==> run_1/clocks.png <==
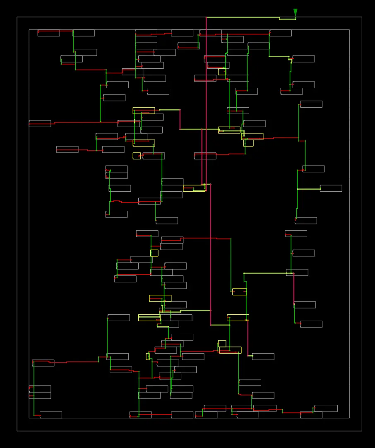
==> run_1/clk_routes.png <==
Scale: 3 px per um.
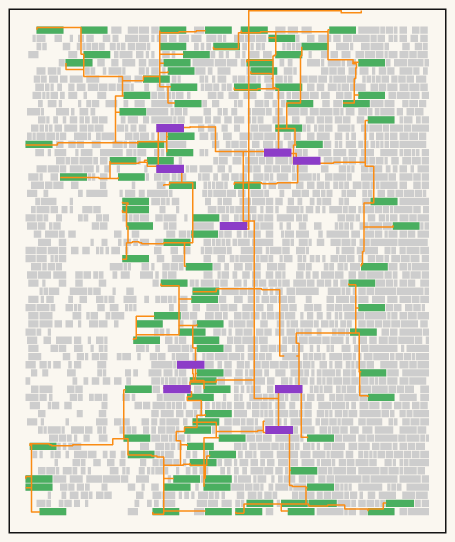
==> run_1/placement_by_type.png <==
Scale: 2 px per um. Fill, decap, tap and diode cells in gray.
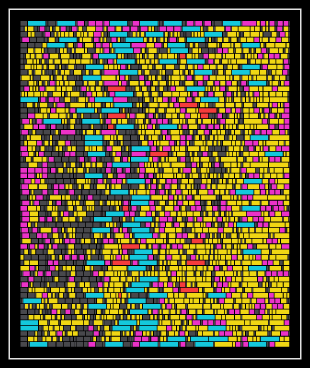
==> run_1/layer_met2.png <==
Scale: 3 px per um.
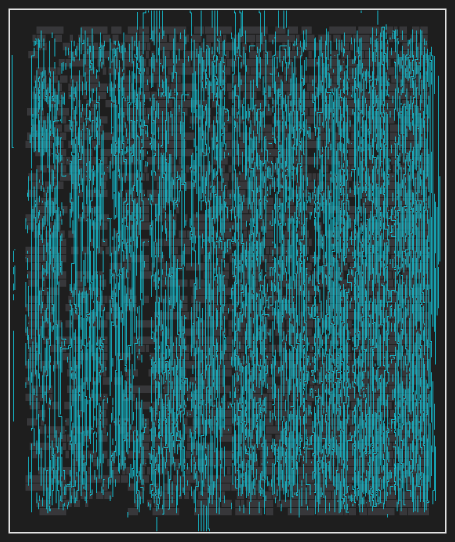
$ cat src/rtl/mod_inverse.sv
// Iterative modular inverter: binary extended Euclid, one reduction step per clock.
// x1/x2 carry one extra bit so the (x + q) halving sum never overflows.
`ifndef D_width
`define D_width 16
`endif

module mod_inverse #(
  parameter int DATA_WIDTH = `D_width
) (
  input  logic                  clk,
  input  logic                  rst,
  input  logic                  start,
  input  logic [DATA_WIDTH-1:0] A_in,
  input  logic [DATA_WIDTH-1:0] modulus,
  output logic                  busy,
  output logic                  done,
  output logic                  err,
  output logic [DATA_WIDTH-1:0] result
);
  localparam int W = DATA_WIDTH;

  typedef enum logic {S_IDLE = 1'b0, S_RUN = 1'b1} state_t;

  state_t       r_state, w_state_nxt;
  logic         r_first;
  logic [W-1:0] r_u, r_v, r_q;
  logic [W:0]   r_x1, r_x2;
  logic         r_done, r_err;
  logic [W-1:0] r_result;

  logic         w_illegal, w_accept, w_reject, w_step;
  logic         w_fin_x1, w_fin_x2, w_fin_gcd, w_finish;
  logic [W:0]   w_q_ext, w_x1_half, w_x2_half, w_x1_sub, w_x2_sub;
  logic         w_done_nxt, w_err_nxt;
  logic [W-1:0] w_result_nxt, w_u_nxt, w_v_nxt;
  logic [W:0]   w_x1_nxt, w_x2_nxt;

  assign w_illegal = (A_in == '0) || !modulus[0] || (modulus < W'(3)) || (A_in >= modulus);
  assign w_accept  = (r_state == S_IDLE) && start && !w_illegal;
  assign w_reject  = (r_state == S_IDLE) && start && w_illegal;
  // The first RUN cycle only settles the freshly loaded operands.
  assign w_step    = (r_state == S_RUN) && !r_first;

  assign w_fin_x1  = (r_u == W'(1));
  assign w_fin_x2  = (r_v == W'(1));
  assign w_fin_gcd = (r_u == '0) || (r_v == '0);
  assign w_finish  = w_step && (w_fin_x1 || w_fin_x2 || w_fin_gcd);

  assign w_q_ext   = {1'b0, r_q};
  assign w_x1_half = r_x1[0] ? ((r_x1 + w_q_ext) >> 1) : (r_x1 >> 1);
  assign w_x2_half = r_x2[0] ? ((r_x2 + w_q_ext) >> 1) : (r_x2 >> 1);
  assign w_x1_sub  = (r_x1 >= r_x2) ? (r_x1 - r_x2) : (r_x1 + w_q_ext - r_x2);
  assign w_x2_sub  = (r_x2 >= r_x1) ? (r_x2 - r_x1) : (r_x2 + w_q_ext - r_x1);

  always_ff @(posedge clk or negedge rst) begin
    if (!rst) r_state <= S_IDLE;
    else      r_state <= w_state_nxt;
  end

  always_comb begin
    w_state_nxt = r_state;
    case (r_state)
      S_IDLE: if (w_accept) w_state_nxt = S_RUN;
      S_RUN:  if (w_finish) w_state_nxt = S_IDLE;
    endcase
  end

  always_comb begin
    w_done_nxt   = 1'b0;
    w_err_nxt    = r_err;
    w_result_nxt = r_result;
    w_u_nxt      = r_u;
    w_v_nxt      = r_v;
    w_x1_nxt     = r_x1;
    w_x2_nxt     = r_x2;
    if (w_reject) begin
      w_done_nxt   = 1'b1;
      w_err_nxt    = 1'b1;
      w_result_nxt = '0;
    end else if (w_accept) begin
      w_u_nxt  = A_in;
      w_v_nxt  = modulus;
      w_x1_nxt = (W+1)'(1);
      w_x2_nxt = '0;
    end else if (w_step) begin
      if (w_fin_x1) begin
        w_done_nxt   = 1'b1;
        w_err_nxt    = 1'b0;
        w_result_nxt = r_x1[W-1:0];
      end else if (w_fin_x2) begin
        w_done_nxt   = 1'b1;
        w_err_nxt    = 1'b0;
        w_result_nxt = r_x2[W-1:0];
      end else if (w_fin_gcd) begin
        w_done_nxt   = 1'b1;
        w_err_nxt    = 1'b1;
        w_result_nxt = '0;
      end else if (!r_u[0]) begin
        w_u_nxt  = r_u >> 1;
        w_x1_nxt = w_x1_half;
      end else if (!r_v[0]) begin
        w_v_nxt  = r_v >> 1;
        w_x2_nxt = w_x2_half;
      end else if (r_u >= r_v) begin
        w_u_nxt  = r_u - r_v;
        w_x1_nxt = w_x1_sub;
      end else begin
        w_v_nxt  = r_v - r_u;
        w_x2_nxt = w_x2_sub;
      end
    end
  end

  always_ff @(posedge clk or negedge rst) begin
    if (!rst) begin
      r_first  <= 1'b0;
      r_u      <= '0;
      r_v      <= '0;
      r_q      <= '0;
      r_x1     <= '0;
      r_x2     <= '0;
      r_done   <= 1'b0;
      r_err    <= 1'b0;
      r_result <= '0;
    end else begin
      r_first  <= w_accept;
      r_u      <= w_u_nxt;
      r_v      <= w_v_nxt;
      r_x1     <= w_x1_nxt;
      r_x2     <= w_x2_nxt;
      r_done   <= w_done_nxt;
      r_err    <= w_err_nxt;
      r_result <= w_result_nxt;
      if (w_accept) r_q <= modulus;
    end
  end

  assign busy   = (r_state == S_RUN);
  assign done   = r_done;
  assign err    = r_err;
  assign result = r_result;

endmodule
$ cat config.mk
export PLATFORM = sky130hd
export DESIGN_NAME = mod_inverse
export DESIGN_NICKNAME = d
export VERILOG_FILES = /design/src/rtl/mod_inverse.sv
export SDC_FILE = /design/constraint.sdc
export NUM_CORES = 1
export LEC_CHECK = 0
export CAP_MARGIN = 30
export CORE_AREA = 5 5 140 169
export DETAILED_ROUTE_END_ITERATION = 7
export DIE_AREA = 0 0 145 174
export MAX_ROUTING_LAYER = met4
export PLACE_DENSITY = 0.78
export SLEW_MARGIN = 20
export SYNTH_ARGS = -nofsm -noshare
export SYNTH_HDL_FRONTEND = slang
export SYNTH_SLANG_ARGS = --single-unit
$ cat constraint.sdc
create_clock -name clk -period 3.2 [get_ports clk]
set_input_delay 0.64 -clock clk [delete_from_list [all_inputs] [get_ports clk]]
set_output_delay 0.64 -clock clk [all_outputs]
set_load 0.02 [all_outputs]
==> commit_impl_results.txt, run 1 <==
Store results of the implementation flow

- In this run the layout overhead on the synthesized area is reported as 36.25%.
* Top cells by count, synth: ha_1 (145), a21oi_1 (134), nand2_1 (132)
- Post-Syn Nets: between 1,500 and 2,000
- Detailed placement reports a standard cell area of around 15,000 sq um.
- Max H-tree Level: 3
- Top cells by area: dfrtp_1 (21%), ha_1 (15%), a21oi_1 (5.5%)
* Dominant cell type by area after synthesis: dfrtp_1
- The checks that failed: setup timing.
- Grouping stages by cell kind, the critical path spends the most delay in AND-OR/OR-AND gates.
- Looking at the clock tree report, the maximum root-to-sink buffer count equals 2.
* Number of antenna violations at the first check in global routing: 0
- Distinct cell type count of the synthesized netlist: ~85
* Final tally of setup violations: 23
- In this run, synthesis produced a sequential element count of 102.
- Worst endpoint data arrival time: about 4.2 ns
* Outcome: finished with violations
- Yosys warnings: 0
- Post-DP HPWL: 37,910 um
- Routed Antenna Nets: 0
- Number of gates given a new drive strength after cts: between 70 and 80
- met2 track demand over resource after global routing is 0.6600.
- Met1 usage: 0.4210
- Minimum clock period: 3.842 ns
- TritonCTS built the clock tree.
- After clock tree synthesis, the clock-pin slew on the worst setup and hold paths is ~0.080 ns.
- Total global routing track utilization: 0.3793
* Worst Setup Path Type: reg -> reg
- The type recorded for the worst min-delay path is in -> async.
- FP Util: 0.5569
- Global-route met3 utilization: 0.03155
- Most common cell in the synthesized netlist: ha_1
- Total Die Area: between 20,000 and 30,000 sq um
* Vias post-DR: about 14,000
- Checking max transition, the worst relative margin is 0.4319.
* Final worst-path setup slack: -0.6423 ns
- The timing report notes that buffer and inverter cells on the critical path total 1.
Back to the opening pictures, clocks.png:
final clock skew: 0.01856 ns
clock buffer instance count of the final layout: 10
number of clock sinks seen by CTS: 102
number of sequential cells in the layout: 102
Num CTS Buffers: 9

Back to the opening pictures, clk_routes.png:
[clock drivers] purple | count: 9
[clock wires] orange | length: 1,670 um
[flip-flops] green | count: 102
routed clock nets: 10
Clk Latency, worst-skew pair: 0.37 ns

Back to the opening pictures, placement_by_type.png:
| class | color | cells | share of their area |
|---|---|---|---|
| flops | cyan | 102 | 16% |
| combinational and other logic | yellow | 1,380 | 62% |
| clock drivers and dummy loads | red | 16 | 1.8% |
| other buffers and delay cells | magenta | 418 | 21% |
utilization of the core after routing: 0.7588
sequential cell area share: 0.1531
row count: 60
placeable core region: 22,000 sq um

Back to the opening pictures, layer_met2.png:
main direction: vertical
wire length on this layer: 25.3 mm
longest straight run: 90.2 um
nets with wire on the layer: 1,838
share of all routed wire: 49%

[run 1: cells in the final DEF, fill, tap and decap left out, types with 16 or more instances in the layout]
cell type / Yosys / layout
a211oi_1: 39 / 29
a21o_1: 50 / 50
a21oi_1: 134 / 113
a21oi_2: 3 / 23
a31oi_1: 17 / 16
buf_4: 6 / 342
clkdlybuf4s50_1: 0 / 52
dfrtp_1: 102 / 100
ha_1: 145 / 129
inv_1: 112 / 107
mux2i_1: 27 / 26
nand2_1: 132 / 128
nand2b_1: 16 / 16
nand3_1: 36 / 33
nor2_1: 109 / 106
nor3_1: 43 / 38
nor4_1: 22 / 19
o21a_1: 23 / 21
o21ai_0: 104 / 91
o21ai_1: 17 / 21
xnor2_1: 68 / 58
xor2_1: 29 / 28
[run 1: routing by layer]
layer	wire length, um	part of all wire
met4	4075	0.079
met5	0	0
met3	3527	0.068
met2	25280	0.49
met1	18680	0.36
[run 1: logic make-up after synthesis]
family	count (synthesis)	share of synthesized area
DFF	102	0.2084
AOI/OAI and AO/OA	546	0.2981
xor gates and xnor gates	97	0.06936
and+or+nand+nor	441	0.1725
adders and majority gates	153	0.1612
buffers and inverters	194	0.06660
muxes	29	0.02390
[run 1: worst register-to-register path: stages, from the launching register on]
cell	delay, ns
dfrtp_1	0.40
ha_4	0.16
inv_2	0.04
fa_2	0.36
nor2b_2	0.15
o31a_1	0.27
o21a_1	0.15
nor2_1	0.05
xnor2_1	0.14
ha_2	0.22
or4_4	0.50
a21oi_2	0.14
nand3_2	0.12
a211oi_4	0.34
nor2_1	0.09
o311a_1	0.31
o31ai_2	0.20
o21a_1	0.15
[run 1: metrics by stage]
step / TNS (ns) / cells
2_1_floorplan: -0.8676 / 1562
3_3_place_gp: -10.67 / 2148
3_5_place_dp: -18.39 / 2148
4_1_cts: -5.486 / 2179
5_1_grt: -12.72 / 2195
6_report: -9.450 / 2195
[run 1: final timing paths]
| path | from | end | slack (ns) | depth (start not counted) |
|---|---|---|---|---|
| max in group asynchronous | rst | r_q[5] | 2.23 | 2 |
| hold reg to reg | result[8] | result[8] | 0.49 | 2 |
| min in group clk | result[8] | result[8] | 0.49 | 2 |
| hold / removal | rst | r_x1[15] | 0.17 | 1 |
| setup / recovery | r_x2[0] | r_x2[14] | -0.64 | 17 |
| setup reg to reg | r_x2[0] | r_x2[14] | -0.64 | 17 |
[run 1: area by class of cell]
class	count	area, sq um
clock inverter	6	62.56
fill	1621	5306
inverter	114	430.4
sequential	102	2555
multi-input combinational	1266	9627
tap	279	349.1
clock buffer	10	229.0
timing repair buffer	418	3437
[run 1: registers in the layout (all words and copies together) (netlist names)]
| signal | cells |
|---|---|
| r_first | 1 |
| r_v | 16 |
| result | 16 |
| r_u | 16 |
| busy | 1 |
| r_x1 | 17 |
| err | 1 |
| r_x2 | 17 |
| done | 1 |
| r_q | 16 |
==> run_1/io_fan.png <==
Scale: 2 px per um.
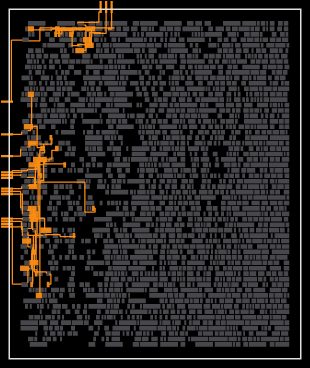

==> inputs of run 2 (changes only) <==
--- a/config.mk
+++ b/config.mk
@@ -6,11 +6,10 @@
 export NUM_CORES = 1
 export LEC_CHECK = 0
 export CAP_MARGIN = 30
-export CORE_AREA = 5 5 140 169
+export CORE_AREA = 5 5 134 161
 export DETAILED_ROUTE_END_ITERATION = 7
-export DIE_AREA = 0 0 145 174
-export MAX_ROUTING_LAYER = met4
-export PLACE_DENSITY = 0.78
+export DIE_AREA = 0 0 139 166
+export PLACE_DENSITY = 0.81
 export SLEW_MARGIN = 20
 export SYNTH_ARGS = -nofsm -noshare
 export SYNTH_HDL_FRONTEND = slang
==> constraint.sdc (replaced) <==
create_clock -name clk -period 4.2 [get_ports clk]
set_input_delay 0.84 -clock clk [delete_from_list [all_inputs] [get_ports clk]]
set_output_delay 0.84 -clock clk [all_outputs]
set_load 0.02 [all_outputs]
==> run_2/io_fan.png <==
Scale: 2 px per um.
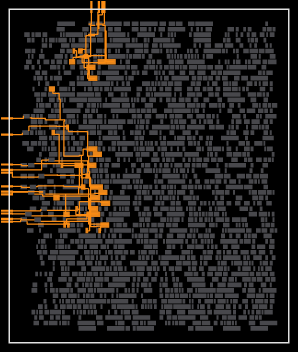
| port | color | bits | direction | edge | end cells | buffers | wire |
|---|---|---|---|---|---|---|---|
| A_in | orange | 16 | input | 12 left, 4 top | 35 | 16 | 970 um |
number of top-level design ports: 54
IO buf count: 53

==> run_2/placement_by_type.png <==
Scale: 2 px per um. Fill, decap, tap and diode cells in gray.
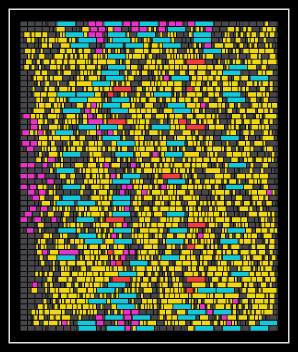
| class | color | cells | share of their area |
|---|---|---|---|
| flops | cyan | 102 | 20% |
| combinational and other logic | yellow | 1,380 | 72% |
| clock drivers and dummy loads | red | 16 | 2.2% |
| other buffers and delay cells | magenta | 91 | 6.5% |

==> run_2/clk_routes.png <==
Scale: 3 px per um.
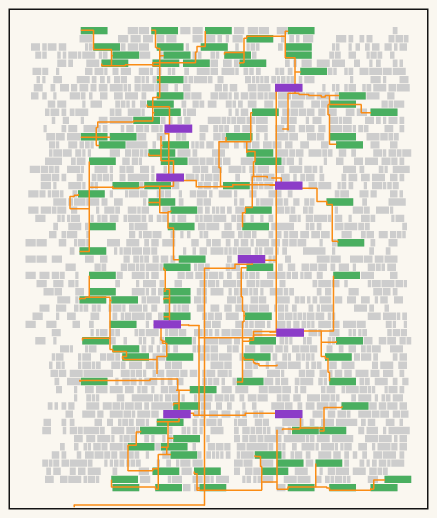
[flip-flops] green | count: 102
[clock drivers] purple | count: 9
[clock wires] orange | length: 1,510 um
routed clock nets: 10

==> run 2 against run 1 <==
Net effect: the run now ends clean; die size is 8.5% lower; critical path depth is 2 lower; global-route usage is 1.6 points lower; final cell count is 16% lower; worst setup slack better by 0.86 ns; design area is 20% lower; critical endpoint is now r_x2[12]; largest cell class unchanged.
==> commit_impl_results.txt, run 2 <==
Store results of the implementation flow

- Outcome: finished clean
- Number of synthesized register bits: a little over 100
- Placed cell area: 13,020 sq um
* Max H-tree Level: 3
- STA puts the critical path data arrival time at about 4.2 ns.
* Clock edge transition at the registers on the reported setup and hold paths: ~0.08 ns
* Most common cell in the synthesized netlist: ha_1
- Summing all flip-flop and latch instances after layout gives 2552 sq um.
- Top cells by count, synth: ha_1 (145), a21oi_1 (134), nand2_1 (132)
- Top cells by area: dfrtp_1 (21%), ha_1 (15%), a21oi_1 (5.5%)
- The worst path meets setup with around 0.22 ns of slack.
- Synthesis-to-finish area growth: 9.172%
* Clk Latency, worst-skew pair: roughly 0.37 ns
- For reference, the placement row count at floorplan is 57.
* Dominant cell type by area after synthesis: dfrtp_1
- After synthesis, the netlist uses 85 different library cells.
- According to the dpl log, the detail-placed design has an HPWL of about 34,000 um.
- Beginning of the worst register-to-register path: r_x2[3]
* Minimum clock period: 3.981 ns
- Setup TNS after final layout: 0 ns
-- run 2: cell counts after synthesis --
Identical to the previous run, type by type.
-- run 2: worst paths after layout --
check	end	slack (ns)	cells after the start
worst max register to register	r_x2[12]	0.22	15
worst min-delay path	r_q[4]	0.29	1
worst max-delay path	r_x2[12]	0.22	15
max in group asynchronous	r_x1[10]	3.04	3
worst min register to register	result[12]	0.48	2
min in group clk	result[12]	0.48	2
-- run 2: metrics by stage --
step	hold slack (ns)	utilization	instances
floorplan	0.4702	-	1562
global placement	0.4651	0.6520	1837
detailed placement	0.4691	0.6520	1837
CTS	0.4861	0.6665	1853
global route	0.2934	0.6697	1854
finish	0.2947	0.6697	1854
-- run 2: cell families after synthesis --
logic type	Yosys count	share of synthesized area
xor+xnor	97	0.06936
fa+ha+maj	153	0.1612
simple gates	441	0.1725
buf+inv	194	0.06660
mux	29	0.02390
compound gates	546	0.2981
flops	102	0.2084
-- run 2: layout make-up --
| cell class | count | area share |
|---|---|---|
| inverter | 114 | 0.03200 |
| multi-input combinational | 1266 | 0.6674 |
| tap | 265 | 0.02479 |
| clock inverter | 7 | 0.004865 |
| sequential | 102 | 0.1909 |
| clock buffer | 9 | 0.01684 |
| timing repair buffer | 91 | 0.06325 |
-- run 2: routing by layer --
metal,track usage,share of wire,up-vias
li1,-,-,5765
met1,0.4182,0.37,5950
met2,0.6263,0.48,659
met3,0.04263,0.065,207
met4,0.2511,0.080,0
met5,0,0,-
-- run 2: timing repair --
| action | in CTS | in global routing |
|---|---|---|
| resized | 0 | 6 |
| endpoints found under the hold margin | 0 | 0 |
| hold buffers | 0 | 0 |
| endpoints found under the setup margin | 0 | 9 |
-- run 2: critical path, cell delays in order, from the launching register on --
cell and delay, ns:
dfrtp_1 0.47, ha_1 0.40, nand3_1 0.08, o22ai_1 0.32, o21ai_1 0.13, o21ai_0 0.25
xor2_1 0.16, ha_1 0.28, or4_1 0.52, a21oi_1 0.13, nand3_1 0.16, a211oi_2 0.26
nor2_1 0.10, nor3_1 0.24, a211oi_1 0.09, o31ai_1 0.28
